File: src/rtl/isa_pkg.sv
// Shared constants for the 8-bit pipeline: interrupt sequencer state codes,
// injected-op codes, opcode values and the interrupt vector location.
package isa_pkg;

    localparam logic [2:0] ST_IDLE    = 3'd0;
    localparam logic [2:0] ST_SAVE    = 3'd1;
    localparam logic [2:0] ST_VEC     = 3'd2;
    localparam logic [2:0] ST_ACTIVE  = 3'd3;
    localparam logic [2:0] ST_RET     = 3'd4;
    localparam logic [2:0] ST_RECOVER = 3'd5;

    localparam logic [1:0] OP_NONE     = 2'd0;
    localparam logic [1:0] OP_PUSH_PC  = 2'd1;
    localparam logic [1:0] OP_LOAD_VEC = 2'd2;
    localparam logic [1:0] OP_POP_PC   = 2'd3;

    localparam logic [3:0] OPC_NOP = 4'h0;
    localparam logic [3:0] OPC_RTI = 4'hB;

    // Data-memory word the memory side reads for a LOAD_VEC injection.
    localparam logic [7:0] VEC_ADDR_DEFAULT = 8'h01;

    function automatic logic at_boundary(input logic valid, input logic two_byte,
                                         input logic stall, input logic branch);
        return valid & ~two_byte & ~stall & ~branch;
    endfunction

endpackage

File: src/rtl/intr_sync_edge.sv
// Two-flop synchronizer for the external interrupt pin, plus a one-cycle
// pulse on each rising edge of the synchronized level.
module intr_sync_edge (
    input  logic clk,
    input  logic rst_n,
    input  logic din,
    output logic rise
);

    logic [2:0] sync_r;

    // Shift the pin through two sync stages and keep one history bit
    always_ff @(posedge clk or negedge rst_n) begin
        if (!rst_n) begin
            sync_r <= 3'b000;
        end else begin
            sync_r <= {sync_r[1:0], din};
        end
    end

    assign rise = sync_r[1] & ~sync_r[2];

endmodule

File: src/rtl/intr_sequencer.sv
// Interrupt entry/return sequencer: waits for a clean decode boundary, injects
// PC push / vector load / PC pop operations and redirects the fetch PC.
module intr_sequencer
    import isa_pkg::*;
#(
    parameter logic [3:0] RTI_OPCODE  = OPC_RTI,
    parameter int         MEM_TIMEOUT = 4
) (
    input  logic       clk,
    input  logic       reset,
    input  logic       intr,
    input  logic [7:0] instr_id,
    input  logic [7:0] pc_id,
    input  logic       instr_valid,
    input  logic       two_byte_id,
    input  logic       stall_D_in,
    input  logic       branch_taken_ex,
    input  logic [7:0] mem_rdata,
    input  logic       mem_rvalid,
    output logic       stall_F,
    output logic       flush_F,
    output logic       flush_D,
    output logic [1:0] inject_op,
    output logic [7:0] ret_pc,
    output logic       pc_load,
    output logic [7:0] pc_target,
    output logic       save_flags,
    output logic       restore_flags,
    output logic       intr_ack,
    output logic       intr_active,
    output logic       intr_ret
);

    localparam int               CNT_W     = $clog2(MEM_TIMEOUT + 1);
    localparam logic [CNT_W-1:0] CNT_LIMIT = CNT_W'(MEM_TIMEOUT);

    logic [2:0]       state_r;
    logic [2:0]       state_nxt_s;
    logic [CNT_W-1:0] cnt_r;
    logic             pending_r;
    logic [7:0]       ret_pc_r;
    logic             edge_s;
    logic             boundary_s;
    logic             timeout_s;
    logic             unused_low_s;

    logic       stall_f_s, flush_f_s, flush_d_s, pc_load_s;
    logic       save_flags_s, restore_flags_s, intr_ack_s, intr_active_s, intr_ret_s;
    logic [1:0] inject_op_s;
    logic [7:0] pc_target_s;

    intr_sync_edge u_sync (
        .clk   (clk),
        .rst_n (reset),
        .din   (intr),
        .rise  (edge_s)
    );

    assign boundary_s   = at_boundary(instr_valid, two_byte_id, stall_D_in, branch_taken_ex);
    assign timeout_s    = (cnt_r == CNT_LIMIT) & ~mem_rvalid;
    assign unused_low_s = ^instr_id[3:0];

    // Next-state and control decode; memory response wins over a timeout
    always_comb begin
        state_nxt_s     = state_r;
        stall_f_s       = 1'b0;
        flush_f_s       = 1'b0;
        flush_d_s       = 1'b0;
        inject_op_s     = OP_NONE;
        pc_load_s       = 1'b0;
        pc_target_s     = 8'h00;
        save_flags_s    = 1'b0;
        restore_flags_s = 1'b0;
        intr_ack_s      = 1'b0;
        intr_active_s   = 1'b0;
        intr_ret_s      = 1'b0;
        case (state_r)
            ST_IDLE: begin
                if (pending_r && boundary_s) begin
                    intr_ack_s  = 1'b1;
                    state_nxt_s = ST_SAVE;
                end else begin
                    state_nxt_s = ST_IDLE;
                end
            end
            ST_SAVE: begin
                stall_f_s     = 1'b1;
                flush_f_s     = 1'b1;
                flush_d_s     = 1'b1;
                inject_op_s   = OP_PUSH_PC;
                save_flags_s  = 1'b1;
                intr_active_s = 1'b1;
                state_nxt_s   = ST_VEC;
            end
            ST_VEC: begin
                stall_f_s     = 1'b1;
                flush_f_s     = 1'b1;
                inject_op_s   = OP_LOAD_VEC;
                intr_active_s = 1'b1;
                if (mem_rvalid) begin
                    pc_load_s   = 1'b1;
                    pc_target_s = mem_rdata;
                    state_nxt_s = ST_ACTIVE;
                end else if (timeout_s) begin
                    pc_load_s   = 1'b1;
                    pc_target_s = ret_pc_r;
                    state_nxt_s = ST_RECOVER;
                end else begin
                    state_nxt_s = ST_VEC;
                end
            end
            ST_ACTIVE: begin
                intr_active_s = 1'b1;
                if (instr_valid && !stall_D_in && (instr_id[7:4] == RTI_OPCODE)) begin
                    state_nxt_s = ST_RET;
                end else begin
                    state_nxt_s = ST_ACTIVE;
                end
            end
            ST_RET: begin
                stall_f_s       = 1'b1;
                flush_f_s       = 1'b1;
                flush_d_s       = 1'b1;
                inject_op_s     = OP_POP_PC;
                restore_flags_s = (cnt_r == {CNT_W{1'b0}});
                intr_active_s   = 1'b1;
                if (mem_rvalid) begin
                    pc_load_s   = 1'b1;
                    pc_target_s = mem_rdata;
                    intr_ret_s  = 1'b1;
                    state_nxt_s = ST_IDLE;
                end else if (timeout_s) begin
                    pc_load_s   = 1'b1;
                    pc_target_s = ret_pc_r;
                    intr_ret_s  = 1'b1;
                    state_nxt_s = ST_IDLE;
                end else begin
                    state_nxt_s = ST_RET;
                end
            end
            ST_RECOVER: begin
                intr_ret_s  = 1'b1;
                state_nxt_s = ST_IDLE;
            end
            default: begin
                state_nxt_s = ST_IDLE;
            end
        endcase
    end

    // State, wait counter, pending flag and return-PC capture
    always_ff @(posedge clk or negedge reset) begin
        if (!reset) begin
            state_r   <= ST_IDLE;
            cnt_r     <= {CNT_W{1'b0}};
            pending_r <= 1'b0;
            ret_pc_r  <= 8'h00;
        end else begin
            state_r <= state_nxt_s;
            if (state_nxt_s != state_r) begin
                cnt_r <= {CNT_W{1'b0}};
            end else if (state_r == ST_VEC || state_r == ST_RET) begin
                cnt_r <= cnt_r + CNT_W'(1);
            end else begin
                cnt_r <= {CNT_W{1'b0}};
            end
            // A new edge in the acknowledge cycle must not be lost
            if (edge_s) begin
                pending_r <= 1'b1;
            end else if (intr_ack_s) begin
                pending_r <= 1'b0;
            end else begin
                pending_r <= pending_r;
            end
            if (intr_ack_s) begin
                ret_pc_r <= pc_id;
            end else begin
                ret_pc_r <= ret_pc_r;
            end
        end
    end

    assign stall_F       = stall_f_s;
    assign flush_F       = flush_f_s;
    assign flush_D       = flush_d_s;
    assign inject_op     = inject_op_s;
    assign ret_pc        = ret_pc_r;
    assign pc_load       = pc_load_s;
    assign pc_target     = pc_target_s;
    assign save_flags    = save_flags_s;
    assign restore_flags = restore_flags_s;
    assign intr_ack      = intr_ack_s;
    assign intr_active   = intr_active_s;
    assign intr_ret      = intr_ret_s;

endmodule

File: config.mk
export PLATFORM = sky130hd
export DESIGN_NAME = intr_sequencer
export DESIGN_NICKNAME = d
export VERILOG_FILES = /design/src/rtl/isa_pkg.sv /design/src/rtl/intr_sync_edge.sv /design/src/rtl/intr_sequencer.sv
export SDC_FILE = /design/constraint.sdc
export NUM_CORES = 1
export LEC_CHECK = 0
export ABC_CLOCK_PERIOD_IN_PS = 1550
export CAP_MARGIN = 25
export CORE_MARGIN = 3
export CORE_UTILIZATION = 34
export DETAILED_ROUTE_END_ITERATION = 12
export PLACE_DENSITY = 0.74
export SYNTH_ARGS = -nofsm -noshare
export SYNTH_HDL_FRONTEND = slang
export SYNTH_SLANG_ARGS = --single-unit
export TNS_END_PERCENT = 5
File: constraint.sdc
create_clock -name clk -period 1.55 [get_ports clk]
set_clock_uncertainty 0.15 [all_clocks]
set_input_delay 0.2325 -clock clk [delete_from_list [all_inputs] [get_ports clk]]
set_output_delay 0.2325 -clock clk [all_outputs]
set_load 0.01 [all_outputs]
### PDN straps and rails

The bar under the picture is 20 µm long. Pins as bars on the die edge.
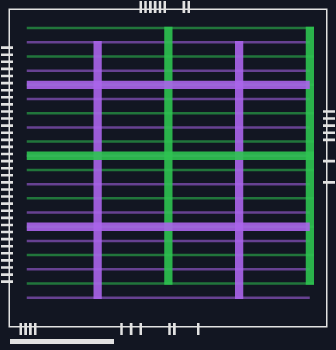
legend:
  purple:
    net: VSS
  green:
    net: VDD
met1 rails: 20
signal pins: 59
met5 straps: 3
met4 straps: 4
rows: 19

### Placed cells, one color a class

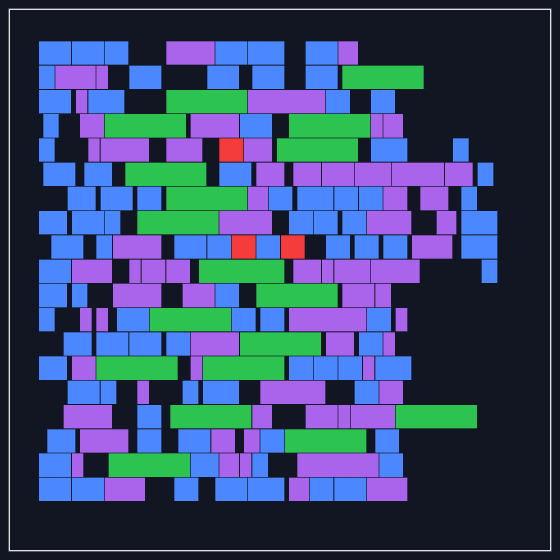
legend:
  green:
    class: sequential cells
    cells: 18
    share_of_their_area: 24%
  blue:
    class: remaining buffers and delay cells
    cells: 90
    share_of_their_area: 40%
  purple:
    class: combinational and other logic
    cells: 68
    share_of_their_area: 35%
  red:
    class: clock drivers
    cells: 3
    share_of_their_area: 1.2%

### Clock network drawn from the DEF

The bar under the picture is 20 µm long.
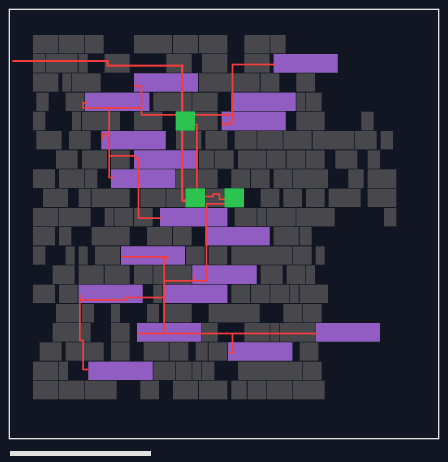
legend:
  green:
    item: clock drivers
    count: 3
  purple:
    item: flip-flops
    count: 18
  red:
    item: clock wires
    length: 228 µm
routed clock nets: 4

==> results.ini <==
[status]
violations=negative setup slack
outcome=finished, violations left

[cells_and_area]
final_cells=210
final_area_um2=1920
syn2layout_area_growth_pct=89.1
n_fill_cell=214
fin_nets=215

[synth]
syn_nets=127
syn_avg_cell_area_um2=10.9
simple_gate_share_pct=19.5
xor_share_pct=0.864

[worst_setup_path]
crit_path_start_kind=register
crit_type=register to output port
critical_path.max_fanout=4
crit-reg2reg-launch=cnt_r[1]
endpoint_kind=output port
r2r_slack_ns=-0.34
rr_endpoint=state_r[1]
rr_worst_depth=9

[power_and_ir_drop]
vdd_drop_max_v=0.000722
power_density_nw_per_um2=1360
pwr-share-seq_pct=28.7
power.static_leakage_nw=0.960
clockPowerShare_pct=8.8

[placed_design]
dpl-instance-area_um2=1700
dpl.hpwl_um=2320
placed_cells=190
dp_slack_ns=-0.782

[die]
coreArea_um2=2810
fp_util_pct=36.1

[timing]
min_period_ns=1.96
finalHoldViolations=0
finalSetupViolations=31
timing.final.crit_share_pct=127
whs_ns=0.114
slew_headroom_pct=79.3
fin_ws_ns=-0.413

[clock_network]
cts-root-buf=clkbuf_4
clock.latency.late_pin_ns=0.28
clk_pin_slew_ns=0.10
numCtsBuffers=3
cts_resized=113

[drt]
via_count=1096
wl_met2_um=1870
drtAntennaViolNets=0
highest_layer=met4
wire_per_inst_um=17.2
drc_errors=0
vias_per_cell=5.22

[global_route]
grt.met2_usage_pct=37.6
grt.overflow.total=0
grtUsageTotal_pct=21.1
grt_pass1_vias=1243

[job]
warning_count=34

[worst_hold_path]
hold_class=input port to async pin

### Signal wires by layer

The bar under the picture is 20 µm long.
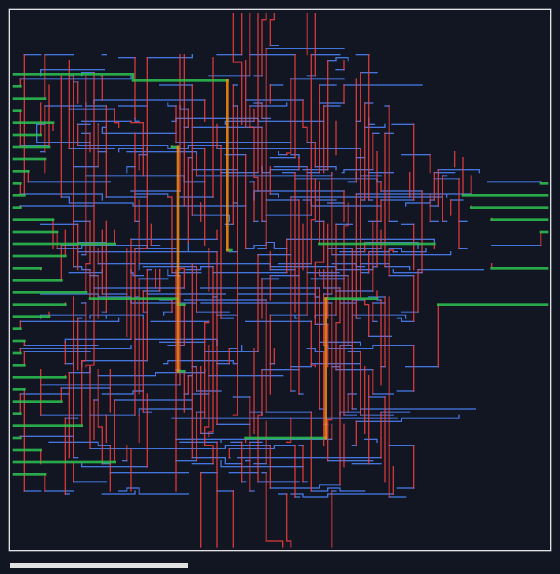
legend:
  orange:
    layer: metal 4
    wire_length: 59.8 µm
  red:
    layer: metal 2
    wire_length: 1,870 µm
  green:
    layer: metal 3
    wire_length: 227 µm
  blue:
    layer: metal 1
    wire_length: 1,470 µm

### The clock network

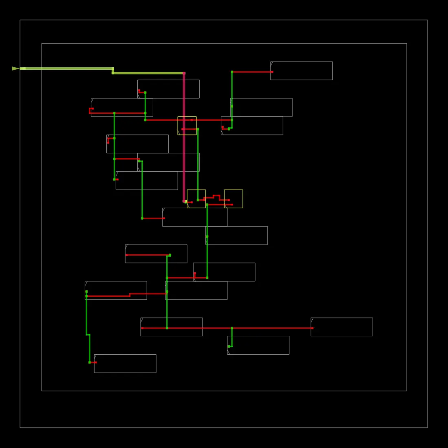
clock sinks: 18
# clk buffers: 3
Clk. pwr: 0.000229 W

[power groups by stage]
stage	logic, W	clock network [W]	registers (W)
6_report	0.00163	0.000229	0.000747
5_1_grt	0.00173	0.000252	0.000765
3_3_place_gp	0.00131	0	0.000719
2_1_floorplan	0.000659	0	0.000724
3_5_place_dp	0.00135	0	0.000720
4_1_cts	0.00152	0.000230	0.000735
[sequential cells by signal, indices dropped and copies added, names as in the netlist]
register	count
cnt_r	3
ret_pc	8
u_sync.sync_r	3
pending_r	1
state_r	3
[synthesized netlist by cell type (4+ instances only)]
cell and number:
dfrtp_1 18, a22oi_1 8, nor2_1 11, mux2_4 7
inv_1 6, clkbuf_1 4, a21oi_1 4
[area by class of cell]
| type | count | area (µm²) | share of cell area, % |
|---|---|---|---|
| clock buffers | 3 | 22.5 | 1.17 |
| inverters | 7 | 28.8 | 1.50 |
| multi-input cells | 61 | 623 | 32.5 |
| flip-flops and latches | 18 | 452 | 23.6 |
| well taps | 31 | 38.8 | 2.02 |
| repair buffers | 90 | 752 | 39.2 |
[placed cells by master, fill, tap and decap left out, types with 2 or more instances in the layout]
cell             count
inv_2                3
buf_4               32
nor2_1               9
buf_6                8
a21oi_2              3
dfrtp_1             17
dlygate4sd2_1        8
buf_2               14
clkbuf_4             3
nor2_2               2
a22oi_2              3
and3b_2              2
and3_1               2
inv_1                3
mux2_2               2
nor4b_4              2
mux2_4               7
a22oi_1              5
clkdlybuf4s50_1     27
[worst max path at each step]
stage | to | slack [ns] | cells past startpoint
6_report | pc_target[5] | -0.41 | 7
5_1_grt | pc_target[1] | -0.51 | 7
4_1_cts | pc_target[1] | -0.40 | 7
3_5_place_dp | pc_target[1] | -0.78 | 5
3_3_place_gp | pc_target[2] | -0.70 | 5
2_1_floorplan | ret_pc[0] | -0.05 | 5
Power and IR drop assume default switching activity.
